### src/rtl/hack_pkg.sv
// Shared Hack gate-library types.
// Word width and word type used by memory blocks.
package hack_pkg;

   localparam int WORD_W = 16;

   typedef logic [WORD_W-1:0] word_t;

endpackage

### src/rtl/register_n.sv
// One WIDTH-bit word with load and synchronous clear.
// Async active-low reset; clear beats load.
module register_n #(
   parameter int WIDTH = 16
) (
   input  logic             clk,
   input  logic             rst_n,
   input  logic             clear,
   input  logic             load,
   input  logic [WIDTH-1:0] in,
   output logic [WIDTH-1:0] out
);

   logic [WIDTH-1:0] data_q;
   logic [WIDTH-1:0] data_d;

   // next word: clear, else load, else hold
   always_comb begin
      data_d = data_q;
      if (clear) begin
         data_d = '0;
      end else if (load) begin
         data_d = in;
      end
   end

   // word storage
   always_ff @(posedge clk or negedge rst_n) begin
      if (!rst_n) begin
         data_q <= '0;
      end else begin
         data_q <= data_d;
      end
   end

   assign out = data_q;

endmodule

### src/rtl/ram_n.sv
// DEPTH x WIDTH register memory, one write port,
// combinational read with per-word written flags.
module ram_n
   import hack_pkg::*;
#(
   parameter  int WIDTH  = WORD_W,
   parameter  int DEPTH  = 8,
   localparam int ADDR_W = $clog2(DEPTH)
) (
   input  logic              clk,
   input  logic              rst_n,
   input  logic [WIDTH-1:0]  in,
   input  logic              load,
   input  logic [ADDR_W-1:0] address,
   input  logic              clear,
   output logic [WIDTH-1:0]  out,
   output logic              written
);

   logic [DEPTH-1:0] ld;
   logic [DEPTH-1:0] flag_q;
   logic [DEPTH-1:0] flag_d;
   logic [WIDTH-1:0] word_q [DEPTH];

   // one-hot load; out-of-range addresses select nothing
   always_comb begin
      ld = '0;
      for (int i = 0; i < DEPTH; i++) begin
         ld[i] = load && (address == ADDR_W'(i));
      end
   end

   for (genvar g = 0; g < DEPTH; g++) begin : g_word
      register_n #(
         .WIDTH (WIDTH)
      ) u_reg (
         .clk   (clk),
         .rst_n (rst_n),
         .clear (clear),
         .load  (ld[g]),
         .in    (in),
         .out   (word_q[g])
      );
   end

   // written flags: set on load, wiped by clear
   always_comb begin
      flag_d = flag_q | ld;
      if (clear) begin
         flag_d = '0;
      end
   end

   // written flag storage
   always_ff @(posedge clk or negedge rst_n) begin
      if (!rst_n) begin
         flag_q <= '0;
      end else begin
         flag_q <= flag_d;
      end
   end

   // read mux; out-of-range reads return zero
   always_comb begin
      out     = '0;
      written = 1'b0;
      for (int i = 0; i < DEPTH; i++) begin
         if (address == ADDR_W'(i)) begin
            out     = word_q[i];
            written = flag_q[i];
         end
      end
   end

endmodule

### config.mk
export PLATFORM = sky130hd
export DESIGN_NAME = ram_n
export DESIGN_NICKNAME = d
export VERILOG_FILES = /design/src/rtl/hack_pkg.sv /design/src/rtl/register_n.sv /design/src/rtl/ram_n.sv
export SDC_FILE = /design/constraint.sdc
export NUM_CORES = 1
export LEC_CHECK = 0
export CAP_MARGIN = 30
export CORE_MARGIN = 1.5
export CORE_UTILIZATION = 38
export DETAILED_ROUTE_END_ITERATION = 8
export PLACE_DENSITY = 0.53
export SYNTH_ARGS = -nofsm -noshare
export SYNTH_HDL_FRONTEND = slang
export SYNTH_HIERARCHICAL = 1
export SYNTH_SLANG_ARGS = --single-unit
### constraint.sdc
create_clock -name clk -period 3.49 [get_ports clk]
set_clock_uncertainty 0.15 [all_clocks]
set_input_delay 0.698 -clock clk [delete_from_list [all_inputs] [get_ports clk]]
set_output_delay 0.698 -clock clk [all_outputs]
set_load 0.02 [all_outputs]
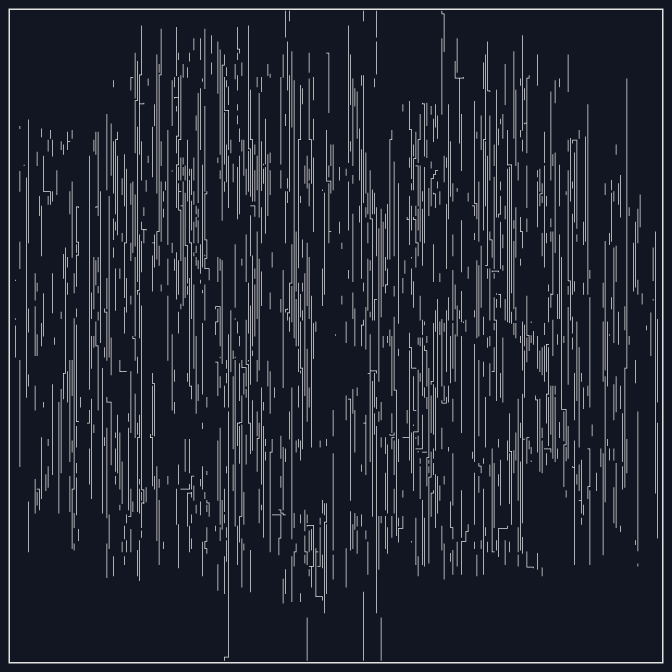
*Metal 2, run 1*
share of all routed wire	47%
longest straight run	61.1 µm
wire length on this layer	8370 µm
main direction	vertical

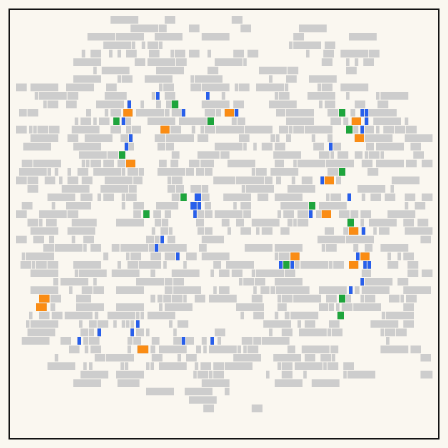
*Logic cells by family, run 1*
family	color	cells
AND and OR gates	green	14
NAND gates	blue	37
AND-OR and OR-AND gates	orange	15

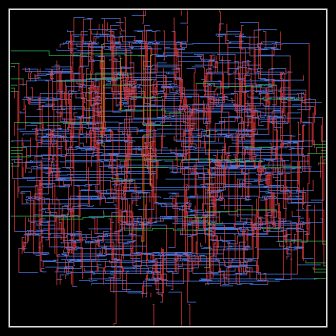
*Wiring by layer, run 1*
layer	color	wire length
met1	blue	8650 µm
met4	orange	304 µm
met3	green	678 µm
met2	red	8370 µm

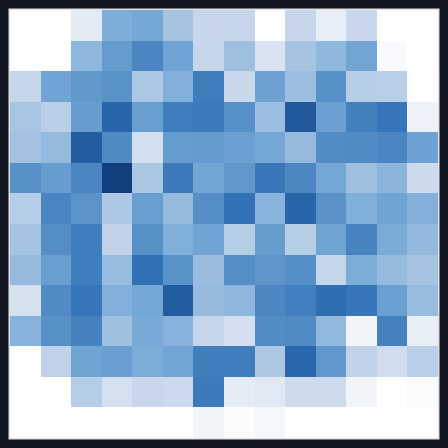
*Cell area per tile, run 1*
14 x 14 tiles, from white (low) to dark blue (high), 0 to 100% covered.
mean over tiles	41%
fullest tile	94%
tiles over 75% full	3.6%

==> results.yml, run 1 <==
# synthesis and place-and-route metrics
pwr:
  power_frac_comb_pct: 10.8
  total_leakage_power_nw: 3.362
  pwr_density_cell_nw_per_um2: 462.2
  ir_drop_mv: 0.4533
  switching_power_mw: 0.9515
  p_seq_share_pct: 43.9
  switching_share_pct: 25.63
drt:
  first_pass_iters: 4
  drt-initial-drc-count: 321
  routed.top_layer: "met4"
  ant_nets: 0
  drt-wirelength-per-cell_um: 19.53
  vias: 4836
  wl_met1_mm: 8.646
  wl_mm: 18.00
  dr_wl_met3_um: 677
logic_synthesis:
  synthArstFlopShare_pct: 100.0
  yosys_warnings: 6
  ys_cells: 646
  synthesis.area_um2: 6907
  simple_gate_share_pct: 12.03
  logic_family: "multiplexers"
  syn_inst: 646
  synth_adder_area_share_pct: 0
  ys.flops: 136
  synth.avg_cell_area_um2: 10.69
  synthesis.nets: 669
  muxShareOfSynthArea_pct: 24.00
  synth-xor-area-share_pct: 0
  ys.flop_type: "dfrtp_1"
  synth_cell_type_count: 26
  ys_area_um2: 6907
  aoi_share_pct: 8.261
  edf_count: 0
  ys_seq_share_pct: 49.28
clocking:
  clk_latency_ns: 0.42
  root_buffer: "clkbuf_16"
  cts_tree: "done"
  htreeDepth: 4
  clockBufferDepth: 2
  cts_buffers: 17
  path_clk_slew_ns: 0.05
  clkSinkCount: 136
grt:
  grt_pass1_wl_mm: 29.31
  grt_max_degree: 79
  grt_usage_pct: 20.86
  grt_pass1_vias: 5112
  antenna_found_initial: 0
  grt-ovfl-total: 0
flow_run:
  warnings: 26
  cap_violations: 0
timing:
  slew_headroom_pct: 47.68
  rsz0062_at_grt: "false"
  fmax_mhz: 297.9
  setup_viol: 0
  drv_slew: 0
  timing.final.hold_violations: 0
  hold_slack_ns: 0.1574
  setup_tns_ns: 0
  worst_pin_slew_ns: 0.7848
  layout_worst_path_cycle_share_pct: 96.18
floorplan:
  fp-row-count: 49
  coreArea_um2: 17900
  ios: 40
  chipArea_um2: 18990
  fp_util_pct: 38.58
  die_x_um: 137.8
critical_path:
  crit_arrival_ns: 2.51
  path_cells: "buf_2 > nor2b_1 > buf_4 > a221oi_1 > a21oi_1 > o31a_1 > clkdlybuf4s50_1"
  worst_ep_required_time_ns: 2.64
  worstSetupStartpointType: "input pin"
  critPathKind: "in -> out"
  crit_path_end_kind: "output pin"
  critPathMaxFanout: 8
  path_buffers: 3
  cp_slowest_stage_delay_ns: 0.55
  path_delay_family: "buffers and inverters"
hold_path:
  hold_class: "in -> async"
finish:
  mostFrequentLayoutCells: "mux2i_1, nor2_1, dfrtp_1, nand2_1, clkdlybuf4s50_1"
  area_growth_pct: 16.30
  utilization_pct: 44.87
  combGateArea_um2: 3084
  n_antenna_cell: 0
  register_area_um2: 3403
  lay_top_count: "mux2i_1"
  n_fill_cell: 1693
  fin_nets: 703
  instances_no_fill: 922
place:
  dp.cells: 890
  finalWeightedCongestion: 0.7480
  place_hpwl_mm: 11.56
outcome:
  outcome: "complete, no violations"
## run 1: worst reg2reg max path, delay by kind of cell (launching register included)
kind / cells / cell delay, ns
DFF: 1 / 0.40
muxes: 1 / 0.13
and+or+nand+nor: 1 / 0.06
## run 1: cells in the mapped netlist (2+ instances only)
| cell | n | share of area [%] |
|---|---|---|
| buf_2 | 23 | 1.7 |
| buf_6 | 9 | 1.5 |
| o211ai_1 | 8 | 0.87 |
| o21ai_0 | 12 | 0.87 |
| a221oi_1 | 12 | 1.5 |
| or2_2 | 12 | 1.1 |
| a22oi_1 | 12 | 1.3 |
| a21oi_1 | 24 | 1.7 |
| nand2b_1 | 2 | 0.18 |
| nor2_1 | 150 | 8.2 |
| clkbuf_1 | 7 | 0.38 |
| nand2_1 | 35 | 1.9 |
| o31a_1 | 12 | 1.5 |
| nor3_1 | 2 | 0.14 |
| o21ba_2 | 3 | 0.43 |
| buf_1 | 9 | 0.49 |
| buf_12 | 8 | 2.3 |
| dfrtp_1 | 136 | 49 |
| nor2b_1 | 3 | 0.27 |
| mux4_2 | 2 | 0.65 |
| mux2i_1 | 160 | 23 |
## run 1: kinds of logic (layout without fill, tap and decap cells)
kind of cell	Yosys count	count (layout)
AND/OR/NAND/NOR	207	207
buffers and inverters	57	104
AND-OR/OR-AND	83	83
multiplexers	163	163
flip-flops	136	136
## run 1: stage by stage
stage / setup slack [ns] / instance area (µm²) / total power, mW
final: 0.1332 / 8033 / 3.713
after global routing: 0.01750 / 8033 / 3.885
after CTS: 0.1360 / 8033 / 3.766
after detailed placement: 0.1436 / 7483 / 2.066
after global placement: 0.1169 / 7483 / 2.060
after floorplan: 0.8188 / 6907 / 1.882
## run 1: final cells by class
cell class                      count  area share, %
Sequential cell                   136          42.37
Multi-Input combinational cell    453          38.40
Timing Repair Buffer               72          8.832
Clock buffer                       20          5.561
Tap cell                          229          3.567
Clock inverter                     12          1.277
## run 1: final timing paths
| check | from | to | slack [ns] | depth (start not counted) |
|---|---|---|---|---|
| setup / recovery | address[1] | out[8] | 0.13 | 7 |
| hold / removal | rst_n | g_word[6].u_reg/out[6] | 0.16 | 1 |
| setup reg to reg | g_word[1].u_reg/out[0] | g_word[1].u_reg/out[0] | 2.59 | 2 |
| hold reg to reg | flag_q[2] | flag_q[2] | 0.35 | 2 |
| max in group asynchronous | rst_n | g_word[5].u_reg/out[3] | 2.27 | 2 |
| min in group clk | flag_q[2] | flag_q[2] | 0.35 | 2 |
## run 1: registers in the layout (all words and copies together), names as in the netlist
register / flops
g_word.u_reg/out: 128
flag_q: 8
## run 1: power groups by stage
| stage | clock [mW] | combinational [mW] | sequential [mW] |
|---|---|---|---|
| after global placement | 0 | 0.403 | 1.66 |
| after global routing | 1.81 | 0.442 | 1.63 |
| final | 1.68 | 0.402 | 1.63 |
| after CTS | 1.73 | 0.410 | 1.63 |
| after detailed placement | 0 | 0.408 | 1.66 |
| after floorplan | 0 | 0.229 | 1.65 |
## run 1: layer usage
layer  GRT usage, %  vias up
met2          32.14       90
met1          28.85     2429
met4          6.597        0
li1               -     2298
met5              0        -
met3          5.188       19
## Run 2: what changed since run 1
- SLEW_MARGIN: default -> 20
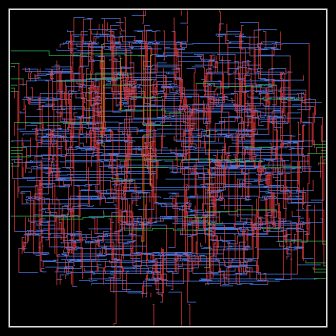
*Wiring by layer, run 2*
layer	color	wire length
met3	green	678 µm
met2	red	8370 µm
met1	blue	8650 µm
met4	orange	304 µm

==> run 2 against run 1 <==
  * Cell area stayed put
  * Maximum frequency unchanged
  * Wire length unchanged
  * Sequential cell count unchanged
  * Clock power about the same
  * Clock-buffer cell count stayed put
  * Die area stayed put
  * Non-clock buffer count is the same
  * Largest power group unchanged
==> results.yml, run 2 <==
# synthesis and place-and-route metrics
outcome:
  outcome: "complete, no violations"
clocking:
  clk_latency_ns: 0.42
  post_cts_resized: 0
  root_buffer: "clkbuf_16"
  cts_tree: "done"
  clockBufferDepth: 2
  htreeDepth: 4
  clkSinkCount: 136
  path_clk_slew_ns: 0.05
  cts_buffers: 17
  cts_hold_buf: 0
  cts_setup_buffers: 0
pwr:
  total_leakage_power_nw: 3.362
  pwr_density_cell_nw_per_um2: 462.2
  ir_drop_mv: 0.4533
drt:
  via_per_inst: 5.245
  vias: 4836
  wl_mm: 18.00
  ant_nets: 0
  drt-wirelength-per-cell_um: 19.53
  drt-initial-drc-count: 321
  route.detailed.drc: 0
  first_pass_iters: 4
finish:
  area_growth_pct: 16.30
  largest_reg_flops: 128
  lay_top_count: "mux2i_1"
  drive_gt1_share_pct: 13.42
  n_antenna_cell: 0
  n_fill_cell: 1693
  fin_nets: 703
  mostFrequentLayoutCells: "mux2i_1, nor2_1, dfrtp_1, nand2_1, clkdlybuf4s50_1"
timing:
  rsz0062_at_grt: "false"
  period_needed_ns: 3.357
  worst_pin_slew_ns: 0.7848
  setup_viol: 0
  hold_slack_ns: 0.1574
  timing.final.hold_violations: 0
  fmax_mhz: 297.9
  layout_worst_path_cycle_share_pct: 96.18
  setup_tns_ns: 0
  drv_slew: 0
  slew_headroom_pct: 47.68
floorplan:
  fp_util_pct: 38.58
  ios: 40
  die_y_um: 137.8
  chipArea_um2: 18990
  die_x_um: 137.8
  coreArea_um2: 17900
  fp-row-count: 49
logic_synthesis:
  edf_count: 0
  synthArstFlopShare_pct: 100.0
  ys_cells: 646
  netlist.area_leader.share_pct: 49.28
  synthesis.nets: 669
  synth_cell_type_count: 26
  ys.flop_type: "dfrtp_1"
  synth.top_cells.by_area: "dfrtp_1, mux2i_1, nor2_1, buf_12, nand2_1"
  ys.flops: 136
  ys_area_um2: 6907
  ys_seq_share_pct: 49.28
  synth.avg_cell_area_um2: 10.69
  synthesis.area_um2: 6907
  top_cells_by_count: "mux2i_1, nor2_1, dfrtp_1, nand2_1, a21oi_1"
  yosysMostFrequentCell: "mux2i_1"
  post-synth-top-area-cell: "dfrtp_1"
  syn_inst: 646
  yosys_warnings: 6
grt:
  grt_max_degree: 79
  grt_pass1_wl_mm: 29.31
  grt_usage_pct: 20.86
  grt_pass1_vias: 5112
  antenna_found_initial: 0
  grt-ovfl-total: 0
critical_path:
  crit_arrival_ns: 2.51
  reg2reg_to: "g_word[1].u_reg/out[0]"
  r2r_slack_ns: 2.59
  worstSetupStartpointType: "input pin"
  r2r-start: "g_word[1].u_reg/out[0]"
  critPathMaxFanout: 8
  crit_path_end_kind: "output pin"
  worst_ep_required_time_ns: 2.64
  critPathKind: "in -> out"
  rr_worst_depth: 2
flow_run:
  cap_violations: 0
  warnings: 26
hold_path:
  hold_class: "in -> async"
place:
  finalWeightedCongestion: 0.7480
  place_hpwl_mm: 11.56
  portBuffers: 39
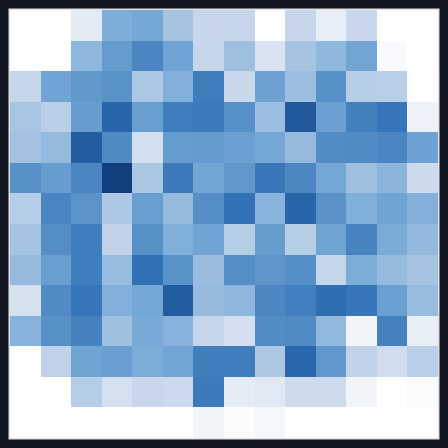
*Cell area per tile, run 2*
14 x 14 tiles, from white (low) to dark blue (high), 0 to 100% covered.
fullest tile	94%
tiles over 75% full	3.6%
mean over tiles	41%
nearly empty tiles	13%

## run 2: cell counts in the layout (fill, tap and decap cells not counted)
Identical to the previous run, type by type.
## run 2: stage by stage
stage | setup slack (ns) | cell area [µm²] | std cells | util, % | power, mW
after floorplan | 0.8188 | 6907 | 646 | - | 1.882
after global placement | 0.1169 | 7483 | 890 | 41.80 | 2.060
after detailed placement | 0.1436 | 7483 | 890 | 41.80 | 2.066
after CTS | 0.1360 | 8033 | 922 | 44.87 | 3.766
after global routing | 0.01750 | 8033 | 922 | 44.87 | 3.885
final | 0.1332 | 8033 | 922 | 44.87 | 3.713
## run 2: worst max-delay path: stages
cell,delay (ns)
buf_2,0.23
nor2b_1,0.12
buf_4,0.19
a221oi_1,0.37
a21oi_1,0.08
o31a_1,0.27
clkdlybuf4s50_1,0.55
## run 2: worst max-delay path by stage
stage                     from       to  slack (ns)  depth (start not counted)
finish              address[1]   out[8]        0.13                          7
global route        address[1]  out[10]        0.02                          7
CTS                 address[1]   out[8]        0.14                          7
detailed placement  address[1]   out[8]        0.14                          7
global placement    address[1]   out[8]        0.12                          7
floorplan           address[1]  out[15]        0.82                          4
## run 2: power by group
part / internal (mW) / switching, mW
combinational: 0.158 / 0.245
sequential: 1.61 / 0.0199
clock: 0.993 / 0.687
total: 2.76 / 0.952
## run 2: cell type report
type / count / area, µm² / share of cell area [%]
clock inverters: 12 / 102.6 / 1.277
clock buffers: 20 / 446.7 / 5.561
repair buffers: 72 / 709.4 / 8.832
flip-flops and latches: 136 / 3403 / 42.37
multi-input cells: 453 / 3084 / 38.40
well taps: 229 / 286.5 / 3.567
## run 2: cell families (layout without fill, tap and decap cells)
kind of cell    Yosys count  after routing  share of synthesized area [%]
compound gates           83             83                          8.261
mux                     163            163                          24.00
simple gates            207            207                          12.03
flops                   136            136                          49.28
buf+inv                  57            104                          6.431
## run 2: metal layers
layer  global-route usage [%]  vias to the layer above  part of all wire [%]
met5                        0                        -                     0
met4                    6.597                        0                   1.7
met3                    5.188                       19                   3.8
met2                    32.14                       90                    47
met1                    28.85                     2429                    48
li1                         -                     2298                     -
Power figures rest on the tool's default switching activity, not on a simulated workload.
